Fig. 1: run 1, sequential cells colored by netlist name
(4 px per um) Other sequential cells in the stronger gray, the rest of the logic in the fainter gray.
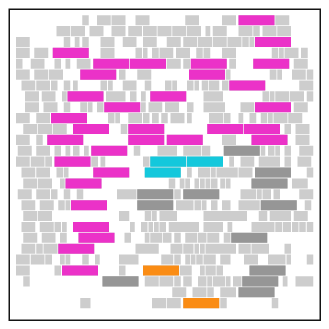
Fig. 2: run 1, clock distribution
(4 px per um)
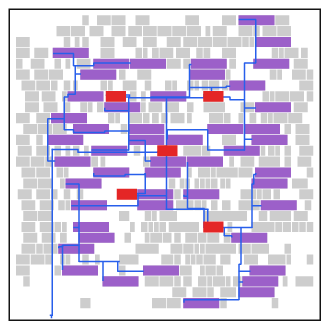
Fig. 3: run 1, placement by cell class
(4 px per um)
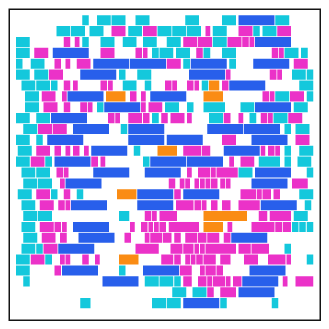
`src/rtl/snoop_bus_ctrl.sv`:
```
// snoop_bus_ctrl: snoop-bus arbiter and transaction sequencer for NCORE caches.
// One cache at a time owns the bus. Its address is broadcast, every other cache
// looks the block up, and at most one dirty holder writes the block back before
// the transaction closes with a one-cycle xfer_done pulse.
// Optional feature: define SNOOP_TIMEOUT_EN to bound the snoop phase to 255
// cycles and add the snoop_err output.
//
// Handshake: a requester raises cctrans[i] and holds it until it sees xfer_done.
// Requests that arrive outside IDLE are only considered once the FSM is back in
// IDLE. snoop_dirty[i] is only meaningful in a cycle where snoop_done[i] is high.
// fsm_state exposes the FSM state (IDLE=0, SNOOP=1, WB=2, DONE=3).
module snoop_bus_ctrl #(
  parameter int NCORE     = 2,
  parameter int BLK_WORDS = 2,
  parameter int AW        = 32
) (
  input  logic                CLK,
  input  logic                nRST,
  input  logic [NCORE-1:0]    cctrans,
  input  logic [NCORE-1:0]    ccwrite,
  input  logic [NCORE*AW-1:0] daddr,
  input  logic [NCORE-1:0]    snoop_done,
  input  logic [NCORE-1:0]    snoop_dirty,
  input  logic [NCORE-1:0]    dwait,
  output logic [NCORE-1:0]    ccwait,
  output logic [NCORE-1:0]    ccinv,
  output logic [AW-1:0]       ccsnoopaddr,
  output logic [NCORE-1:0]    grant,
  output logic [NCORE-1:0]    wb_src,
  output logic                xfer_done,
`ifdef SNOOP_TIMEOUT_EN
  output logic                snoop_err,
`endif
  output logic [1:0]          fsm_state
);

  localparam int IW = $clog2(NCORE);

  typedef enum logic [1:0] {IDLE = 2'd0, SNOOP = 2'd1, WB = 2'd2, DONE = 2'd3} state_t;

  state_t           state;
  logic [IW-1:0]    rr_ptr;      // first index searched at the next arbitration
  logic [NCORE-1:0] done_mask;   // sticky: non-owners that finished lookup
  logic [NCORE-1:0] dirty_mask;  // sticky: non-owners that reported dirty
  logic [2:0]       word_cnt;
`ifdef SNOOP_TIMEOUT_EN
  logic [7:0]       tmo_cnt;
`endif

  logic             pick_found;
  logic [IW-1:0]    pick_idx;
  logic [IW:0]      cand;
  logic [NCORE-1:0] pick_oh;
  logic [IW-1:0]    next_ptr;
  logic [NCORE-1:0] done_acc;
  logic [NCORE-1:0] dirty_acc;
  logic [NCORE-1:0] dirty_oh;
  logic             all_done;
  logic             wb_beat;
  logic             last_word;

  assign fsm_state = state;

  // Round-robin search starting at rr_ptr, wrapping modulo NCORE.
  always_comb begin
    pick_found = 1'b0;
    pick_idx   = '0;
    cand       = '0;
    for (int k = 0; k < NCORE; k++) begin
      cand = {1'b0, rr_ptr} + (IW+1)'(k);
      if (cand >= (IW+1)'(NCORE)) cand = cand - (IW+1)'(NCORE);
      if (!pick_found && cctrans[cand[IW-1:0]]) begin
        pick_found = 1'b1;
        pick_idx   = cand[IW-1:0];
      end
    end
  end

  assign pick_oh  = {{(NCORE-1){1'b0}}, 1'b1} << pick_idx;
  assign next_ptr = (pick_idx == IW'(NCORE-1)) ? '0 : pick_idx + 1'b1;

  // Current-cycle responses are folded in so a snoop can finish in one cycle;
  // the owner's own snoop lines are masked off by grant.
  assign done_acc  = done_mask | (snoop_done & ~grant);
  assign dirty_acc = dirty_mask | (snoop_dirty & snoop_done & ~grant);
  assign all_done  = &(done_acc | grant);
  assign dirty_oh  = dirty_acc & (~dirty_acc + 1'b1);  // lowest dirty responder
  assign wb_beat   = |(wb_src & ~dwait);
  assign last_word = (word_cnt == 3'(BLK_WORDS-1));

  // Transaction FSM with all outputs registered.
  always_ff @(posedge CLK or negedge nRST) begin
    if (!nRST) begin
      state       <= IDLE;
      rr_ptr      <= '0;
      done_mask   <= '0;
      dirty_mask  <= '0;
      word_cnt    <= '0;
      ccwait      <= '0;
      ccinv       <= '0;
      ccsnoopaddr <= '0;
      grant       <= '0;
      wb_src      <= '0;
      xfer_done   <= 1'b0;
`ifdef SNOOP_TIMEOUT_EN
      tmo_cnt     <= '0;
      snoop_err   <= 1'b0;
`endif
    end else begin
      xfer_done <= 1'b0;
`ifdef SNOOP_TIMEOUT_EN
      snoop_err <= 1'b0;
`endif
      case (state)
        IDLE: begin
          if (pick_found) begin
            state       <= SNOOP;
            grant       <= pick_oh;
            ccwait      <= ~pick_oh;
            ccinv       <= ccwrite[pick_idx] ? ~pick_oh : '0;
            ccsnoopaddr <= daddr[pick_idx*AW +: AW];
            rr_ptr      <= next_ptr;
            done_mask   <= '0;
            dirty_mask  <= '0;
            word_cnt    <= '0;
`ifdef SNOOP_TIMEOUT_EN
            tmo_cnt     <= '0;
`endif
          end
        end
        SNOOP: begin
          done_mask  <= done_acc;
          dirty_mask <= dirty_acc;
          if (all_done) begin
            if (|dirty_acc) begin
              state  <= WB;
              wb_src <= dirty_oh;
            end else begin
              state     <= DONE;
              xfer_done <= 1'b1;
              grant     <= '0;
              ccinv     <= '0;
              ccwait    <= '0;
            end
          end
`ifdef SNOOP_TIMEOUT_EN
          else if (tmo_cnt == 8'd254) begin
            state     <= DONE;
            xfer_done <= 1'b1;
            snoop_err <= 1'b1;
            grant     <= '0;
            ccinv     <= '0;
            ccwait    <= '0;
          end else begin
            tmo_cnt <= tmo_cnt + 8'd1;
          end
`endif
        end
        WB: begin
          if (wb_beat) begin
            if (last_word) begin
              state     <= DONE;
              xfer_done <= 1'b1;
              grant     <= '0;
              wb_src    <= '0;
              ccinv     <= '0;
              ccwait    <= '0;
            end else begin
              word_cnt <= word_cnt + 3'd1;
            end
          end
        end
        DONE: begin
          state <= IDLE;
        end
        default: state <= IDLE;
      endcase
    end
  end

endmodule

```
`config.mk`:
```
export PLATFORM = sky130hd
export DESIGN_NAME = snoop_bus_ctrl
export DESIGN_NICKNAME = d
export VERILOG_FILES = /design/src/rtl/snoop_bus_ctrl.sv
export SDC_FILE = /design/constraint.sdc
export NUM_CORES = 1
export LEC_CHECK = 0
export CAP_MARGIN = 20
export CORE_UTILIZATION = 44
export CTS_BUF_LIST = sky130_fd_sc_hd__clkbuf_4 sky130_fd_sc_hd__clkbuf_8 sky130_fd_sc_hd__clkbuf_16
export DETAILED_ROUTE_END_ITERATION = 6
export PLACE_DENSITY = 0.82
export SLEW_MARGIN = 40
export SYNTH_ARGS = -nofsm -noshare
export SYNTH_HDL_FRONTEND = slang
export SYNTH_SLANG_ARGS = --single-unit
```
`constraint.sdc`:
```
create_clock -name CLK -period 5.1 [get_ports CLK]
set_input_delay 1.02 -clock CLK [delete_from_list [all_inputs] [get_ports CLK]]
set_output_delay 1.02 -clock CLK [all_outputs]
set_load 0.1 [all_outputs]
```
==> qor.csv, run 1 <==
stage,metric,value,unit
place,GPL Wtd Cong,0.784,
yosys,yosys xor share,0,%
final_layout,most instantiated logic cells after routing,"clkdlybuf4s50_1 (74), dfrtp_1 (49), nand2_1 (46)",
route,Met1 Routed Length,2540,um
timing,minimum clock period,2.43,ns
yosys,"EDFF count, synth",0,
setup_path,CP peak stage delay,0.59,ns
setup_path,"slowest stage cell, crit path",clkdlybuf4s50_1,
setup_path,crit path DAT,2.61,ns
hold_path,hold_sp,ccsnoopaddr[8],
clock_network,Max Root-Sink Buffers,2,
yosys,compound-gate portion of the synthesized area,15.5,%
clock_network,H-tree lvl count,2,
setup_path,CP Max Fanout,33,
yosys,yosys simple share,12.8,%
place,DP Worst Slack,2.34,ns
timing,final hold violations,0,
global_routing,GR Util met1,26.6,%
floorplanning,chip height,77.4,um
yosys,Main synth FF type,dfrtp_1,
yosys,top-area cell type share of the netlist area,49.1,%
timing,relative slew slack,59.5,%
route,vias,2142,
setup_path,Critical Path End Type,flop,
timing,"Slew Viols, Final",0,
final_layout,most frequent logic cell in the layout,clkdlybuf4s50_1,
global_routing,initial antenna violation count,0,
timing,Least-Margin Pin Slew,0.608,ns
timing,RSZ-0062 raised after global routing,false,
setup_path,crit path buf inv count,1,
setup_path,"setup slack, reg-to-reg",3.13,ns
hold_path,Min-Delay Path Class,reg -> reg,
floorplanning,DIE WIDTH,77.4,um
route,iteration count of the initial detailed-routing pass,5,
hold_path,WHS Endpoint,ccsnoopaddr[8],
setup_path,Worst R2R Path Depth,6,
route,Met3 Wirelength,331,um
floorplanning,Ports,119,
yosys,Mapped Nets,326,
final_layout,ratio of cells with drive above 1 in the final layout,19.7,%
timing,fin crit share,47.6,%
setup_path,Crit path depth,5,
setup_path,"Req. time, crit path",5.28,ns
global_routing,pin count of the biggest net entering global routing,50,
final_layout,diodes inserted,0,
yosys,Synth area leaders,"dfrtp_1 (49%), mux2i_1 (14%), o21ai_1 (7.4%)",
timing,Peak Freq,0.412,GHz
yosys,Mapped Cells,245,
route,DR top layer,met4,
setup_path,Reg-to-Reg Start,fsm_state[0],
place,IO Port Bufs,118,
job,total tool warning count,29,
status,status,completed,
route,residual DRC count,0,
setup_path,crit path launch,cctrans[0],
setup_path,reg-to-reg endpoint,word_cnt[2],
clock_network,Late-Pin Clk Latency,0.30,ns
clock_network,clock sinks,49,
timing,final setup margin,2.67,ns
clock_network,Post-CTS Setup Bufs,0,
global_routing,Total GRT Usage,20.3,%
clock_network,total CTS buffers,5,
place,DP HPWL,4390,um
yosys,synthesis area per yosys,0.00250,mm^2
yosys,Adder Area Share,2.50,%
yosys,top cell type by total area after synthesis,dfrtp_1,
global_routing,met3 usage in global routing,4.94,%
setup_path,Top delay family on crit path,simple AND/OR/NAND/NOR gates,
route,WL/cell,13.3,um
yosys,Dominant comb cell,multiplexers,
yosys,Post-synth regs,49,
final_layout,Layout area overhead,46.1,%
final_layout,fin nets,440,
yosys,Synth Seq Share,49.1,%
yosys,Mean Syn Cell Area,10.2,um^2
yosys,Synth mux share,15.9,%
clock_network,post-cts repair resize count,0,
global_routing,GRT Residual Overflow,0,
yosys,Yosys warnings,0,
-- Fig. 1 (at the start) --
color	signal	flops
orange	`wb_src`	2
cyan	`word_cnt`	3
magenta	`ccsnoopaddr`	32
not colored	12
flop share of the area: 33.6%
Register Area: 0.00123 mm^2

-- Fig. 2 (at the start) --
[blue] clock wires | length: 574 um
[purple] flip-flops | count: 49
[red] clock-net drivers | count: 5
flops lie	widely spread
routed clock nets	6

-- Fig. 3 (at the start) --
color	class	cells	share of their area
orange	clock drivers and dummy loads	8	3.4%
magenta	remaining logic cells	182	34%
blue	registers	49	34%
cyan	remaining buffers and delay cells	121	28%
Final Core Density: 66.7%
Core Area: 0.00547 mm^2
Site Rows: 27
design area: 0.00365 mm^2

## run 1: per-stage QoR
stage,hold slack [ns],util [%],std cells
2_1_floorplan,0.441,-,245
3_3_place_gp,0.458,67.7,422
3_5_place_dp,0.471,64.5,424
4_1_cts,0.491,66.7,432
5_1_grt,0.514,66.7,432
6_report,0.484,66.7,432
## run 1: final cells by class
type	instances	area [um^2]
Clock inverter	1	30.0
Sequential cell	49	1230
Clock buffer	7	90.1
Multi-Input combinational cell	174	1180
Fill cell	457	1820
Timing Repair Buffer	121	1000
Inverter	8	30.0
Tap cell	72	90.1
## run 1: state kept, by name (all words and copies together), names as in the netlist
signal       flops
grant            1
wb_src           2
xfer_done        1
ccsnoopaddr     32
ccinv            2
rr_ptr           1
fsm_state        2
word_cnt         3
done_mask        2
ccwait           1
dirty_mask       2
Fig. 4: run 1, cell placement
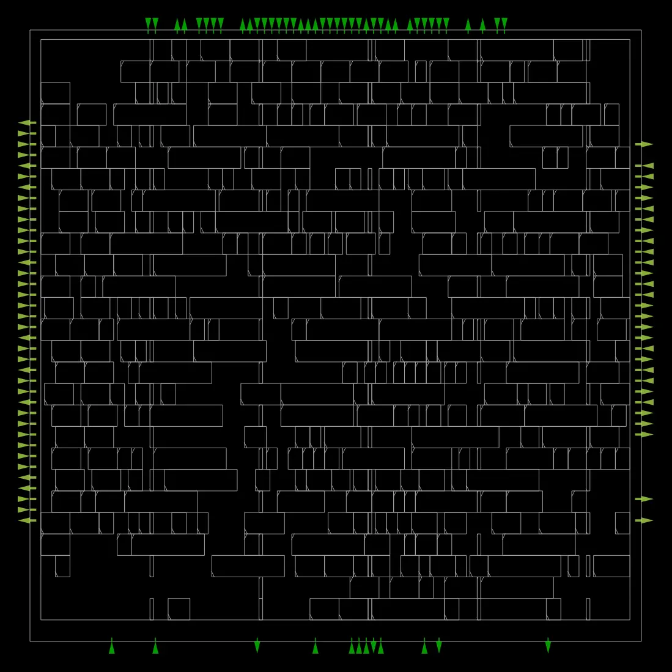

## Run 2: what changed since run 1
- CORE_UTILIZATION: 44 -> 41
- PLACE_DENSITY: 0.82 -> 0.77
- clock period: 5.1 -> 2.3 ns (I/O delays scaled with it)
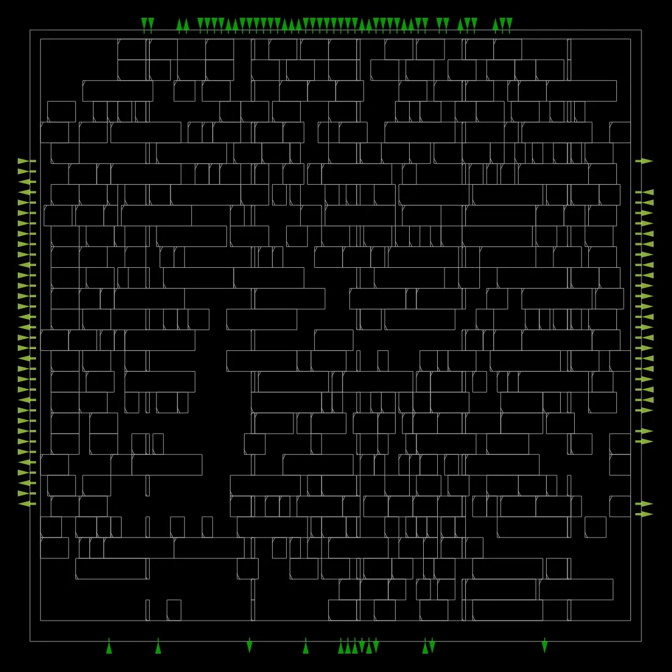
Fig. 5. Cell placement (run 2).
flip-flops: 49
Core Area: 0.00589 mm^2
flop share of the area: 32.7%
Site Rows: 28

==> qor.csv, run 2 <==
stage,metric,value,unit,change
status,status,completed,,
yosys,top cell type by total area after synthesis,dfrtp_1,,
clock_network,total CTS buffers,5,,unchanged
setup_path,"setup slack, reg-to-reg",0.31,ns,-2.82 ns
yosys,Mapped Nets,326,,unchanged
final_layout,comb_multi_in,174,,unchanged
route,Met3 Wirelength,420,um,+27%
yosys,Post-synth regs,49,,unchanged
timing,final hold violations,0,,unchanged
yosys,Adder Area Share,2.50,%,unchanged
yosys,Synth Seq Share,49.1,%,unchanged
clock_network,Post-CTS Setup Bufs,0,,unchanged
clock_network,H-tree lvl count,2,,unchanged
yosys,yosys xor share,0,%,unchanged
final_layout,Non-clock buffers,124,,+2.5%
route,Met1 Routed Length,2400,um,-5.6%
timing,RSZ-0062 raised after global routing,false,,
yosys,compound-gate portion of the synthesized area,15.5,%,unchanged
clock_network,clock sinks,49,,unchanged
place,DP HPWL,4600,um,+4.7%
final_layout,max FFs per register,32,,unchanged
final_layout,Largest regs,"ccsnoopaddr: 32 flops, word_cnt: 3 flops",,
place,DP Worst Slack,0.200,ns,-2.14 ns
setup_path,Reg-to-Reg Start,fsm_state[0],,
timing,Least-Margin Pin Slew,0.415,ns,-0.193 ns
route,WL/cell,13.2,um,-0.87%
timing,Hold WS,0.0825,ns,-0.401 ns
global_routing,GRT Residual Overflow,0,,unchanged
yosys,Mean Syn Cell Area,10.2,um^2,unchanged
final_layout,fin cells,438,,+1.4%
yosys,Main synth FF type,dfrtp_1,,
setup_path,"Req. time, crit path",2.49,ns,-2.79 ns
floorplanning,chip height,80.1,um,+3.5%
timing,minimum clock period,1.99,ns,
place,IO Port Bufs,118,,unchanged
timing,"Slew Viols, Final",0,,unchanged
final_layout,Comb area,0.00118,mm^2,-0.42%
yosys,Synth mux share,15.9,%,unchanged
yosys,Yosys warnings,0,,unchanged
timing,final setup margin,0.313,ns,-2.36 ns
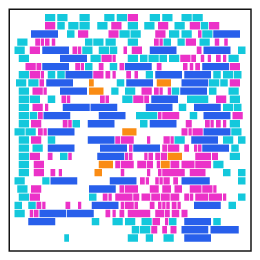
Fig. 6. Placement by cell class (run 2).
(3 px per um)
color	class	cells	share of their area
magenta	remaining logic cells	182	33%
cyan	remaining buffers and delay cells	124	31%
orange	clock drivers and dummy loads	8	2.5%
blue	registers	49	34%

==> run 2: cell count changes in the layout (fill, tap and decap cells not counted), sizes merged <==
| cell | delta |
|---|---|
| clkbuf | -2 |
| clkinvlp | +1 |
| buf | +3 |
| bufinv | -1 |
| clkinv | +1 |
| inv | +1 |
==> run 2: critical path, stage by stage (launching register included) <==
cell and delay [ns]:
dfrtp_2 0.42, inv_1 0.12, ha_1 0.38, inv_2 0.10
a211oi_1 0.35, o21ai_1 0.20, a211o_1 0.32
==> run 2: per-layer routing <==
metal | GRT usage (%) | vias up
met5 | 0 | -
met4 | 7.50 | 0
met3 | 4.32 | 13
met2 | 31.5 | 91
met1 | 22.2 | 1017
li1 | - | 1077
## Run 3: what changed since run 2
- SLEW_MARGIN: 40 -> 20
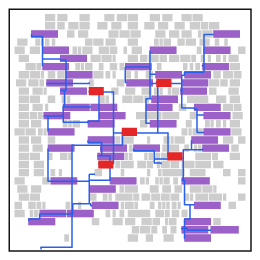
Fig. 7. Clock distribution (run 3).
(3 px per um)
[purple] flip-flops | count: 49
[blue] clock wires | length: 533 um
[red] clock-net drivers | count: 5
flops lie	widely spread
routed clock nets	6
clock skew: 0.00508 ns
Late-Pin Clk Latency: 0.30 ns

==> qor.csv, run 3 <==
stage,metric,value,unit,change
status,status,completed,,
final_layout,max FFs per register,32,,unchanged
final_layout,Comb area,0.00118,mm^2,unchanged
setup_path,Top delay family on crit path,AND-OR/OR-AND gates,,
clock_network,Post-CTS Setup Bufs,0,,unchanged
final_layout,Largest regs,"ccsnoopaddr: 32 flops, word_cnt: 3 flops",,
timing,RSZ-0062 raised after global routing,false,,
floorplanning,Core Area,0.00589,mm^2,unchanged
yosys,Synth Seq Share,49.1,%,unchanged
yosys,Synth mux share,15.9,%,unchanged
final_layout,fin cells,438,,unchanged
yosys,Post-synth regs,49,,unchanged
floorplanning,Site Rows,28,,unchanged
yosys,compound-gate portion of the synthesized area,15.5,%,unchanged
setup_path,"Req. time, crit path",2.49,ns,about the same
timing,final hold violations,0,,unchanged
final_layout,Non-clock buffers,124,,unchanged
yosys,Adder Area Share,2.50,%,unchanged
timing,Least-Margin Pin Slew,0.415,ns,unchanged
global_routing,GR Util met1,22.2,%,unchanged
yosys,top cell type by total area after synthesis,dfrtp_1,,
floorplanning,chip height,80.1,um,unchanged
global_routing,met3 usage in global routing,4.32,%,unchanged
global_routing,M2 GR Usage,31.5,%,unchanged
setup_path,"slowest stage cell, crit path",dfrtp_2,,
global_routing,Most Crowded Layer GR,met2,,
yosys,Main synth FF type,dfrtp_1,,
place,DP Worst Slack,0.200,ns,unchanged
final_layout,flop share of the area,32.7,%,unchanged
place,IO Port Bufs,118,,unchanged
final_layout,flip-flops,49,,unchanged
setup_path,CP Cell Sequence,"inv_1, ha_1, inv_2, a211oi_1, o21ai_1, a211o_1",,
place,DP HPWL,4600,um,unchanged
clock_network,clock sinks,49,,unchanged
yosys,yosys xor share,0,%,unchanged
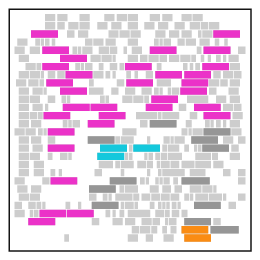
Fig. 8. Sequential cells colored by netlist name (run 3).
(3 px per um) Other sequential cells in the stronger gray, the rest of the logic in the fainter gray.
color	signal	flops
cyan	`word_cnt`	3
magenta	`ccsnoopaddr`	32
orange	`wb_src`	2
not colored	12
Final Core Density: 63.9%
Register Area: 0.00123 mm^2

-- run 3: worst paths after layout --
| path | start | end | slack [ns] | cells after the start |
|---|---|---|---|---|
| setup reg to reg | fsm_state[0] | word_cnt[2] | 0.31 | 6 |
| setup / recovery | fsm_state[0] | word_cnt[2] | 0.31 | 6 |
| min in group CLK | ccsnoopaddr[27] | ccsnoopaddr[27] | 0.49 | 2 |
| hold reg to reg | ccsnoopaddr[27] | ccsnoopaddr[27] | 0.49 | 2 |
| hold / removal | nRST | done_mask[1] | 0.08 | 1 |
| max in group asynchronous | nRST | ccsnoopaddr[22] | 1.64 | 2 |
-- run 3: metal layers --
layer,share of wire (%),routed length (um)
met1,42,2400
met2,49,2830
met3,7.3,420
met4,2.0,118
met5,0,0

## Gallery

Wires at chosen ports, followed through buffers.
(6 px per um)
image #1
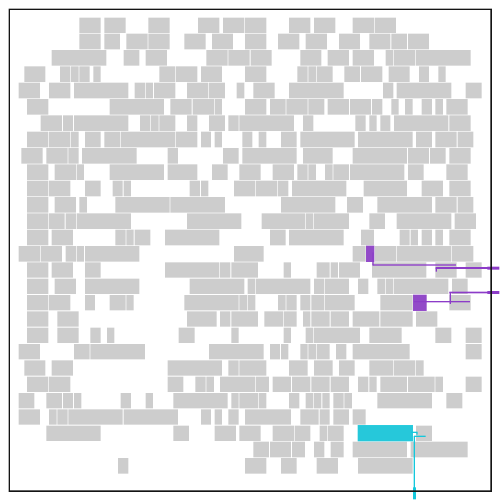
image #2
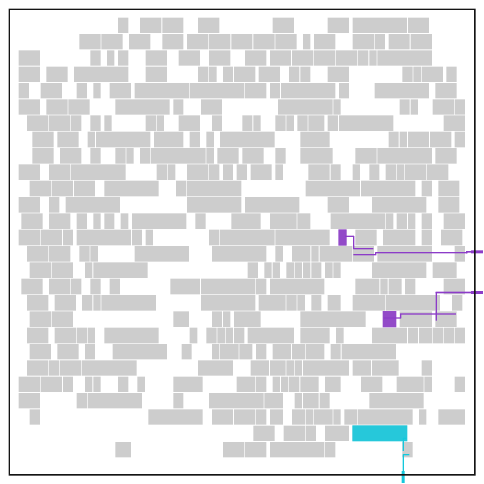
Run 1 is image #2.
Run 2 is image #1.

Key to image #2:
color	port	direction	end cells	buffers	wire
purple	`ccwrite`	input	2	2	49.7 um
cyan	`xfer_done`	output	1	1	6.30 um

